**src/rtl/pipe_reg_stage_if.sv**
```systemverilog
// -----------------------------------------------------------------------------
// pipe_reg_stage_if
// Groups the producer/consumer handshake, flush and occupancy signals of
// pipe_reg_stage.
//   in_valid_i / in_data_i / in_ready_o    : upstream (producer) handshake
//   out_valid_o / out_data_o / out_ready_i : downstream (consumer) handshake
//   flush_i                                : synchronous discard of contents
//   count_o                                : number of occupied stages
// The master modport is the environment around the pipeline.
// The slave modport is the pipeline itself.
// -----------------------------------------------------------------------------
interface pipe_reg_stage_if #(
  parameter int WIDTH = 8,
  parameter int DEPTH = 3
);
  localparam int CW = $clog2(DEPTH + 1);

  logic             in_valid_i;
  logic [WIDTH-1:0] in_data_i;
  logic             in_ready_o;
  logic             out_valid_o;
  logic [WIDTH-1:0] out_data_o;
  logic             out_ready_i;
  logic             flush_i;
  logic [CW-1:0]    count_o;

  modport master (
    output in_valid_i, in_data_i, out_ready_i, flush_i,
    input  in_ready_o, out_valid_o, out_data_o, count_o
  );

  modport slave (
    input  in_valid_i, in_data_i, out_ready_i, flush_i,
    output in_ready_o, out_valid_o, out_data_o, count_o
  );
endinterface

```
**src/rtl/pipe_reg_stage.sv**
```systemverilog
// -----------------------------------------------------------------------------
// pipe_reg_stage
// A DEPTH-stage register pipeline for a WIDTH-bit payload.
// It provides valid/ready flow control and collapses bubbles.
// It also supports a synchronous flush and reports an occupancy count.
//   clk   : rising-edge clock
//   reset : synchronous, active-high; overrides everything
//   bus   : pipe_reg_stage_if.slave (handshake, flush, count)
// Parameters: WIDTH, DEPTH (1..16), RST_VAL, RST_DATA (1 = data regs take
// RST_VAL on reset/flush, 0 = only valid bits clear).
// -----------------------------------------------------------------------------
module pipe_reg_stage #(
  parameter int               WIDTH    = 8,
  parameter int               DEPTH    = 3,
  parameter logic [WIDTH-1:0] RST_VAL  = '0,
  parameter bit               RST_DATA = 1'b1
) (
  input  logic             clk,
  input  logic             reset,
  pipe_reg_stage_if.slave  bus
);
  localparam int CW = $clog2(DEPTH + 1);

  logic [DEPTH-1:0] valid_q, valid_d;
  logic [WIDTH-1:0] data_q [DEPTH];
  logic [WIDTH-1:0] data_d [DEPTH];
  logic [CW-1:0]    count_q, count_d;
  logic [DEPTH:0]   rdy_s;
  logic             in_ready_s;
  logic             accept_s;
  logic             emit_s;

  // rdy[i] is high when stage i is empty or its content moves on this edge.
  // An empty stage therefore accepts from upstream even under a downstream stall.
  function automatic logic [DEPTH:0] ready_chain(input logic [DEPTH-1:0] v,
                                                 input logic             ordy);
    logic [DEPTH:0] r;
    r[DEPTH] = ordy;
    for (int i = DEPTH - 1; i >= 0; i--) begin
      r[i] = ~v[i] | r[i+1];
    end
    return r;
  endfunction

  // Handshake decode: the ready chain and the accept/emit events.
  always_comb begin
    rdy_s      = ready_chain(valid_q, bus.out_ready_i);
    in_ready_s = rdy_s[0] & ~bus.flush_i & ~reset;
    accept_s   = bus.in_valid_i & in_ready_s;
    emit_s     = valid_q[DEPTH-1] & bus.out_ready_i;
  end

  // Next state of the stages and of the occupancy counter.
  always_comb begin
    valid_d = valid_q;
    data_d  = data_q;
    count_d = count_q;
    if (bus.flush_i) begin
      valid_d = '0;
      count_d = '0;
      if (RST_DATA) begin
        for (int i = 0; i < DEPTH; i++) begin
          data_d[i] = RST_VAL;
        end
      end else begin
        data_d = data_q;
      end
    end else begin
      // Stage 0 takes the producer beat.
      // Its data register only loads when the beat is valid.
      if (rdy_s[0]) begin
        valid_d[0] = bus.in_valid_i;
        if (bus.in_valid_i) begin
          data_d[0] = bus.in_data_i;
        end else begin
          data_d[0] = data_q[0];
        end
      end else begin
        valid_d[0] = valid_q[0];
      end
      for (int i = 1; i < DEPTH; i++) begin
        if (rdy_s[i]) begin
          valid_d[i] = valid_q[i-1];
          if (valid_q[i-1]) begin
            data_d[i] = data_q[i-1];
          end else begin
            data_d[i] = data_q[i];
          end
        end else begin
          valid_d[i] = valid_q[i];
        end
      end
      // Accept and emit in the same cycle cancel out.
      count_d = count_q + CW'(accept_s) - CW'(emit_s);
    end
  end

  // State registers with synchronous reset.
  always_ff @(posedge clk) begin
    if (reset) begin
      valid_q <= '0;
      count_q <= '0;
      for (int i = 0; i < DEPTH; i++) begin
        if (RST_DATA) begin
          data_q[i] <= RST_VAL;
        end else begin
          data_q[i] <= data_q[i];
        end
      end
    end else begin
      valid_q <= valid_d;
      data_q  <= data_d;
      count_q <= count_d;
    end
  end

  assign bus.in_ready_o  = in_ready_s;
  assign bus.out_valid_o = valid_q[DEPTH-1];
  assign bus.out_data_o  = data_q[DEPTH-1];
  assign bus.count_o     = count_q;

  pipe_reg_stage_chk #(
    .WIDTH (WIDTH),
    .DEPTH (DEPTH)
  ) u_chk (
    .clk       (clk),
    .reset     (reset),
    .flush     (bus.flush_i),
    .valid     (valid_q),
    .count     (count_q),
    .out_valid (valid_q[DEPTH-1]),
    .out_ready (bus.out_ready_i),
    .out_data  (data_q[DEPTH-1])
  );
endmodule

// -----------------------------------------------------------------------------
// pipe_reg_stage_chk
// Checks the pipeline invariants in simulation only.
//   count equals the number of occupied stages.
//   The output payload holds while it is stalled.
// -----------------------------------------------------------------------------
module pipe_reg_stage_chk #(
  parameter int WIDTH = 8,
  parameter int DEPTH = 3
) (
  input logic                         clk,
  input logic                         reset,
  input logic                         flush,
  input logic [DEPTH-1:0]             valid,
  input logic [$clog2(DEPTH+1)-1:0]   count,
  input logic                         out_valid,
  input logic                         out_ready,
  input logic [WIDTH-1:0]             out_data
);
  a_count_popcount: assert property (@(posedge clk) disable iff (reset)
    (int'(count) == $countones(valid)))
    else $error("pipe_reg_stage: count does not match occupied stages");

  a_stall_stable: assert property (@(posedge clk) disable iff (reset)
    (out_valid && !out_ready && !flush) |=> $stable(out_data))
    else $error("pipe_reg_stage: out_data changed under stall");
endmodule

```
**src/flat_wrapper.sv**
```systemverilog
// flat-port wrapper written by rule: the top's interface ports become plain ports
module pipe_reg_stage_flat 
#(
  parameter int               WIDTH    = 8,
  parameter int               DEPTH    = 3,
  parameter logic [WIDTH-1:0] RST_VAL  = '0,
  parameter bit               RST_DATA = 1'b1
)
  (clk, reset, bus_in_valid_i, bus_in_data_i, bus_out_ready_i, bus_flush_i, bus_in_ready_o, bus_out_valid_o, bus_out_data_o, bus_count_o);
  pipe_reg_stage_if #(.WIDTH(WIDTH), .DEPTH(DEPTH)) bus_i ();
  input  logic clk;
  input  logic reset;
  input wire logic [$bits(bus_i.in_valid_i)-1:0] bus_in_valid_i;
  input wire logic [$bits(bus_i.in_data_i)-1:0] bus_in_data_i;
  input wire logic [$bits(bus_i.out_ready_i)-1:0] bus_out_ready_i;
  input wire logic [$bits(bus_i.flush_i)-1:0] bus_flush_i;
  output wire logic [$bits(bus_i.in_ready_o)-1:0] bus_in_ready_o;
  output wire logic [$bits(bus_i.out_valid_o)-1:0] bus_out_valid_o;
  output wire logic [$bits(bus_i.out_data_o)-1:0] bus_out_data_o;
  output wire logic [$bits(bus_i.count_o)-1:0] bus_count_o;
  assign bus_i.in_valid_i = bus_in_valid_i;
  assign bus_i.in_data_i = bus_in_data_i;
  assign bus_i.out_ready_i = bus_out_ready_i;
  assign bus_i.flush_i = bus_flush_i;
  assign bus_in_ready_o = bus_i.in_ready_o;
  assign bus_out_valid_o = bus_i.out_valid_o;
  assign bus_out_data_o = bus_i.out_data_o;
  assign bus_count_o = bus_i.count_o;
  pipe_reg_stage #(.WIDTH(WIDTH), .DEPTH(DEPTH), .RST_VAL(RST_VAL), .RST_DATA(RST_DATA)) u_core (.clk(clk), .reset(reset), .bus(bus_i));
endmodule
```
**config.mk**
```make
export PLATFORM = sky130hd
export DESIGN_NAME = pipe_reg_stage_flat
export DESIGN_NICKNAME = d
export VERILOG_FILES = /design/src/rtl/pipe_reg_stage_if.sv /design/src/rtl/pipe_reg_stage.sv /design/src/flat_wrapper.sv
export SDC_FILE = /design/constraint.sdc
export NUM_CORES = 1
export LEC_CHECK = 0
export CORE_AREA = 2 2 59 61
export DETAILED_ROUTE_END_ITERATION = 10
export DIE_AREA = 0 0 61 63
export GPL_TIMING_DRIVEN = 0
export PLACE_DENSITY_LB_ADDON = 0.12
export SLEW_MARGIN = 40
export SYNTH_ARGS = -nofsm -noshare
export SYNTH_HDL_FRONTEND = slang
export SYNTH_HIERARCHICAL = 1
export SYNTH_SLANG_ARGS = --single-unit
```
**constraint.sdc**
```tcl
create_clock -name clk -period 3.23 [get_ports clk]
set_clock_uncertainty 0.05 [all_clocks]
set_input_delay 0.646 -clock clk [delete_from_list [all_inputs] [get_ports clk]]
set_output_delay 0.646 -clock clk [all_outputs]
set_load 0.02 [all_outputs]
```
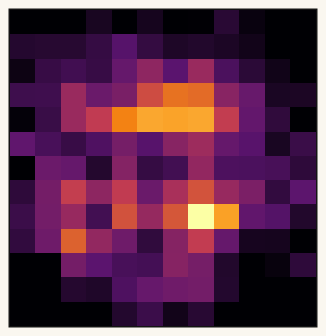
**Above:** run 1 (wiring heat map).
12 x 13 tiles, from black (low) to pale yellow (high), scaled to the fullest tile. Values are wire area over tile area, all layers added.
The densest ninth of the die: middle. The emptiest ninth of the die: bottom right. The fullest tile reaches 0.43. The mean over all tiles is 0.094. 20% of the tiles are nearly empty. 12% of the tiles are over half the peak.
GRT Total Usage: 13.0%
Wirelength per Cell: 10.8 um
Total Wirelength: 2260 um
routed vias: 941

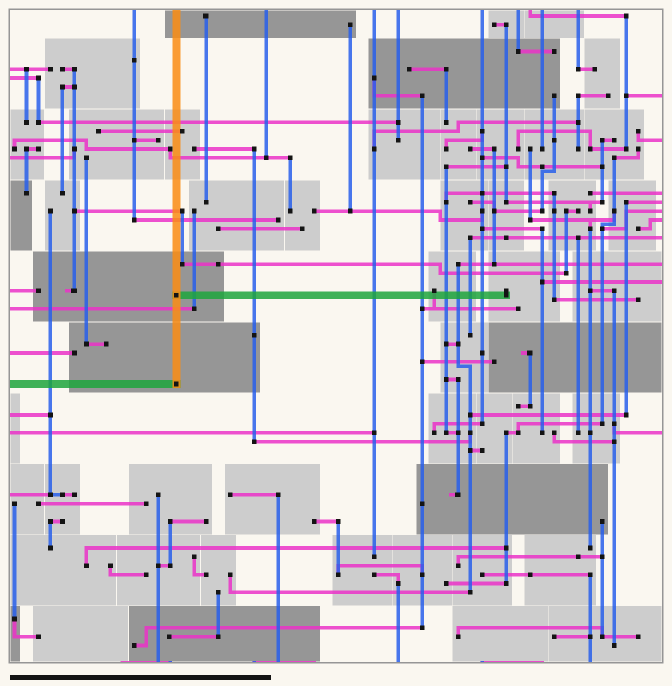
**Above:** run 1 (zoomed window).
Bar = 10 um. Region (18, 6) to (43, 31) um. Cells in gray, sequential cells in the stronger gray; small squares are vias.
Key: met3 = green; met2 = blue; met1 = magenta; met4 = orange
Most frequent: dfxtp_1 (6), nand2_1 (5). 44 logic cells have their middle in the window. Sequential cells in the window: 6. Netlist names of flops here include u_core/data_q (2), u_core/valid_q (2).

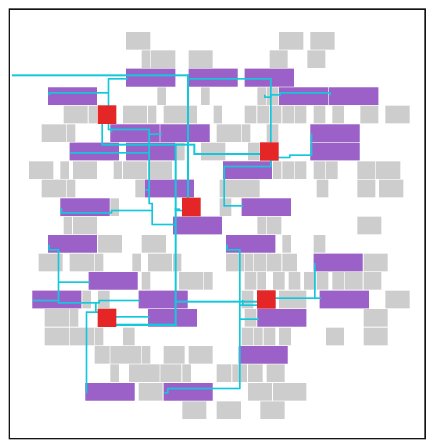
**Above:** run 1 (clock distribution).
Key: cells driving clock nets = red [count 5]; clock wires = cyan [length 367 um]; flip-flops = purple [count 29]
There are 6 routed clock nets.
clock power share: 33.2%
Power Clock: 205 uW
clk latency late pin: 0.32 ns

==> flow_summary.yaml, run 1 <==
# physical design summary
run_status:
  status: "finished, final reports clean"
floorplanning:
  fp_util_pct: 37.5
  die_h_um: 63
  io-pin-count: 25
power:
  switching_power_uw: 147
  power_frac_comb_pct: 7.8
  p_sw_share_pct: 23.8
  internal_power_uw: 470
  p_per_area_nw_per_um2: 395
  irDropWorstVdd_v: 0.000194
  power_frac_seq_pct: 59.0
  power.group.top: "sequential cells"
finish:
  fillers: 332
  clock_buffer_count: 6
  seq_area_um2: 581
  biggestCellCategory: "flip-flops and latches"
  drive_gt1_share_pct: 14.7
  largest_register_ff_count: 16
  ff_count: 29
  clk_share_pct: 3.29
  comb_cells: 84
  bufAreaShareNonClock_pct: 21.9
  comb_area_share_pct: 33.3
logic_synthesis:
  syn_avg_cell_area_um2: 9.26
  adder_share_pct: 2.06
  syn_area_um2: 1210
  topCombFamilyByArea: "simple AND/OR/NAND/NOR gates"
  synthXorXnorAreaFrac_pct: 1.44
  yosysTopAreaCell: "dfxtp_1"
  synth-edff-count: 0
  synth.most_common_cell: "dfxtp_1"
  synthArstFlopShare_pct: 0
  top_cell_area_share_pct: 47.9
cts:
  ctsResizeCount: 0
  cts_setup_buffers: 0
  cts_made_buffers: 5
  clkTransAtPathRegs_ns: 0.09
job:
  drv_cap: 0
placed_design:
  gp_congestion: 0.759
min_path:
  hp-class: "flop to flop"
  hold_start: "u_core/data_q[17]"
  hold_end: "u_core/data_q[17]"
  hold-path-cell-count: 2
setup_path:
  path_cells: "clkdlybuf4s50_1, and2b_1, buf_2, a31oi_1, clkdlybuf4s50_1"
  end_kind: "primary output"
  rr_worst_depth: 10
  cp-start-kind: "primary input"
final_timing:
  grt_setup_unrepaired: "false"
  fmax_ghz: 0.331
  maxSlewViolCount: 0
  setup-violations-final: 0
  hold_viol: 0
  finalSetupTns_ns: 0
global_route:
  grt_use_met2_pct: 19.9
  antenna_found_initial: 0
  gr-usage-met1_pct: 14.7
-- run 1: metrics by stage --
step / power (uW) / instances / setup slack (ns)
floorplan: 398 / 131 / 1.03
global placement: 420 / 201 / 0.199
detailed placement: 421 / 201 / 0.197
CTS: 628 / 209 / 0.195
global route: 653 / 209 / 0.147
finish: 617 / 209 / 0.208
-- run 1: worst max-delay path by stage --
stage,start,end,cells past startpoint
after global routing,bus_out_ready_i,bus_in_ready_o,5
after global placement,bus_out_ready_i,bus_in_ready_o,5
after floorplan,bus_out_ready_i,u_core/bus.count_o[1],10
after CTS,bus_out_ready_i,bus_in_ready_o,5
final,bus_out_ready_i,bus_in_ready_o,5
after detailed placement,bus_out_ready_i,bus_in_ready_o,5
## Run 2: what changed since run 1
- CORE_AREA: 2 2 59 61 -> 2 2 62 58
- DIE_AREA: 0 0 61 63 -> 0 0 64 60
- GPL_ROUTABILITY_DRIVEN: not set -> 0
==> run 2 against run 1 <==
- sequential power about the same
- via count shrank 0.11%
- critical path depth unchanged
- combinational power increased by 1%
- sequential share of layout area decreased by 0.38 points
- register-to-register slack about the same
- core utilization up 0.56 points
- synthesized cell count unchanged
- final area is 1.0% higher
- setup slack got worse by 0.0055 ns
- non-clock buffer count unchanged
- sequential cell count did not move
- critical endpoint unchanged
- largest cell class unchanged
==> flow_summary.yaml, run 2 <==
# physical design summary
final_timing:
  hold_viol: 0
  maxSlewViolCount: 0
  grt_setup_unrepaired: "false"
  layout_setup_ws_ns: 0.203
logic_synthesis:
  syn_avg_cell_area_um2: 9.26
  topCombFamilyByArea: "simple AND/OR/NAND/NOR gates"
  top_cell_area_share_pct: 47.9
  syn_area_um2: 1210
  adder_share_pct: 2.06
  yosysTopAreaCell: "dfxtp_1"
  synth.most_common_cell: "dfxtp_1"
  synth-edff-count: 0
  synthArstFlopShare_pct: 0
  synthXorXnorAreaFrac_pct: 1.44
finish:
  seq_area_um2: 581
  drive_gt1_share_pct: 15.3
  clock_buffer_count: 7
  fillers: 328
  biggestCellCategory: "flip-flops and latches"
  largest_register_ff_count: 16
power:
  p_sw_share_pct: 22.3
  switching_power_uw: 147
  power_frac_seq_pct: 55.1
  irDropWorstVdd_v: 0.000222
  power.group.top: "sequential cells"
  finalPower_uw: 661
  power_frac_comb_pct: 7.3
floorplanning:
  die_h_um: 60
  fp_util_pct: 37.6
  io-pin-count: 25
placed_design:
  pre_cts_ws_ns: 0.197
setup_path:
  rr_worst_depth: 10
  cp-start-kind: "primary input"
drt:
  via_count: 940
  wirelength_um: 2290
  wl_per_cell_um: 11.1
run_status:
  status: "finished, final reports clean"
cts:
  cts_made_buffers: 5
  cts_setup_buffers: 0
  clock.latency.late_pin_ns: 0.32
global_route:
  antenna_found_initial: 0
  globalRouteTotalUtil_pct: 13.8
min_path:
  hold_end: "u_core/data_q[14]"
  hp-class: "flop to flop"
## run 2: worst max path at each step
stage	from	end	slack, ns
finish	bus_out_ready_i	bus_in_ready_o	0.20
global route	bus_out_ready_i	bus_in_ready_o	0.14
CTS	bus_out_ready_i	bus_in_ready_o	0.20
detailed placement	bus_out_ready_i	bus_in_ready_o	0.20
global placement	bus_out_ready_i	bus_in_ready_o	0.22
floorplan	bus_out_ready_i	u_core/bus.count_o[1]	1.03
## run 2: worst max-delay path: stages
cell and delay (ns):
clkdlybuf4s50_1 0.49, and2b_1 0.21, buf_2 0.18, a31oi_1 0.18, clkdlybuf4s50_1 0.62
## run 2: per-layer routing
metal  up-vias  GRT usage (%)  wire, um
met5         -              0         0
met3         2           5.84       118
met2        23           22.0       994
met4         0           7.45        23
met1       420           16.0      1150
li1        495              -         -
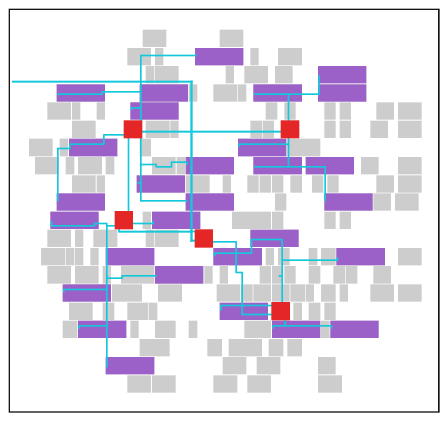
**Above:** run 2 (clock distribution).
Key: cells driving clock nets = red [count 5]; flip-flops = purple [count 29]; clock wires = cyan [length 364 um]
There are 6 routed clock nets.
Power Clock: 248 uW
clock power share: 37.5%

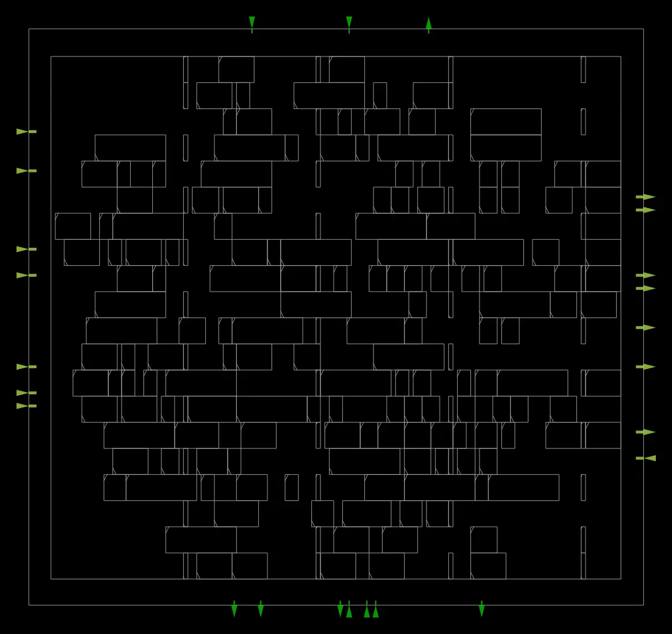
**Above:** run 2 (cell outlines without signal wires).
non-filler instance count after layout: 207
fin util: 48.9%
FF+latch count: 29
Seq area share: 36.8%

## Run 3: what changed since run 2
- CORE_AREA: 2 2 62 58 -> 2 2 59 61
- DIE_AREA: 0 0 64 60 -> 0 0 61 63
==> run 3 against run 2 <==
- core utilization is 0.56 points lower
- combinational power decreased by 1%
- sequential power about the same
- largest cell class unchanged
- critical path type unchanged
- clock-buffer cell count shrank 1
- sequential share of layout area rose by 0.38 points
==> flow_summary.yaml, run 3 <==
# physical design summary
setup_path:
  cp_num_buf_inv: 3
  path_cells: "clkdlybuf4s50_1, and2b_1, buf_2, a31oi_1, clkdlybuf4s50_1"
  cpPeakStageDelay_ns: 0.62
  cpMaxStageDelayCell: "clkdlybuf4s50_1"
  critPathTopFamily: "buffers and inverters"
  cp-start-kind: "primary input"
finish:
  largest_register_ff_count: 16
  clk_share_pct: 3.29
  seq_area_um2: 581
  fillers: 332
  drive_gt1_share_pct: 14.7
  comb_cells: 84
  bufAreaShareNonClock_pct: 21.9
  biggestCellCategory: "flip-flops and latches"
  comb_area_share_pct: 33.3
  instances_no_fill: 209
final_timing:
  grt_setup_unrepaired: "false"
  fmax_ghz: 0.331
  layout_setup_ws_ns: 0.208
  finalSetupTns_ns: 0
logic_synthesis:
  topCombFamilyByArea: "simple AND/OR/NAND/NOR gates"
  yosysTopAreaCell: "dfxtp_1"
  top_cell_area_share_pct: 47.9
  syn_area_um2: 1210
  synthXorXnorAreaFrac_pct: 1.44
  synthArstFlopShare_pct: 0
  adder_share_pct: 2.06
  synth.most_common_cell: "dfxtp_1"
  synth-edff-count: 0
power:
  p_per_area_nw_per_um2: 395
  finalPower_uw: 617
  irDropWorstVdd_v: 0.000194
  power_frac_seq_pct: 59.0
  switching_power_uw: 147
  power_frac_comb_pct: 7.8
  p_sw_share_pct: 23.8
  power.group.top: "sequential cells"
floorplanning:
  fp_util_pct: 37.5
drt:
  via_count: 941
  wirelength_um: 2260
cts:
  clkTransAtPathRegs_ns: 0.09
  cts_setup_buffers: 0
  clock.latency.late_pin_ns: 0.32
  ctsResizeCount: 0
  cts_made_buffers: 5
run_status:
  status: "finished, final reports clean"
global_route:
  globalRouteTotalUtil_pct: 13.0
job:
  drv_cap: 0
min_path:
  hp-class: "flop to flop"
placed_design:
  pre_cts_ws_ns: 0.197
==> run 3: worst paths after layout <==
path,from,to,depth (start not counted)
worst max-delay path,bus_out_ready_i,bus_in_ready_o,5
worst min-delay path,u_core/data_q[17],u_core/data_q[17],2
worst max register to register,u_core/valid_q[2],u_core/bus.count_o[1],10
worst min register to register,u_core/data_q[17],u_core/data_q[17],2
==> run 3: stage by stage <==
stage               hold WS (ns)  utilization, %
floorplan                  0.388               -
global placement           0.401            46.7
detailed placement         0.408            46.7
CTS                        0.423            48.3
global route               0.447            48.3
finish                     0.421            48.3
==> run 3: metal layers <==
layer	part of all wire, %	vias up	GRT usage, %
met2	47	20	19.9
li1	-	497	-
met1	45	418	14.7
met5	0	-	0
met4	2.0	0	5.71
met3	5.7	6	6.83
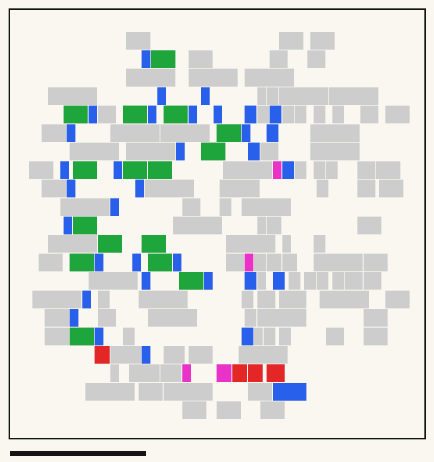
**Above:** run 3 (gate-type map).
Bar = 20 um.
Key: AND and OR gates = red [cells 4, where bottom middle]; NOR gates = magenta [cells 4]; multiplexers = green [cells 16]; NAND gates = blue [cells 34]

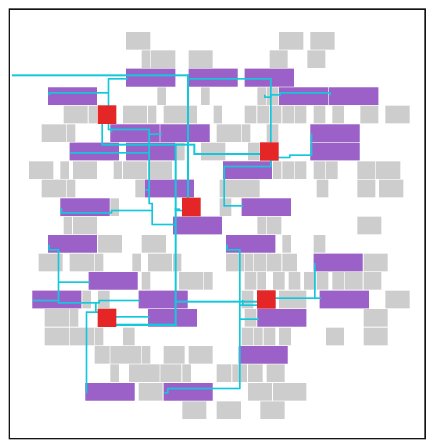
**Above:** run 3 (clock distribution).
Key: clock wires = cyan [length 367 um]; cells driving clock nets = red [count 5]; flip-flops = purple [count 29]
There are 6 routed clock nets.
Power Clock: 205 uW
clock power share: 33.2%

Power figures rest on the tool's default switching activity, not on a simulated workload.
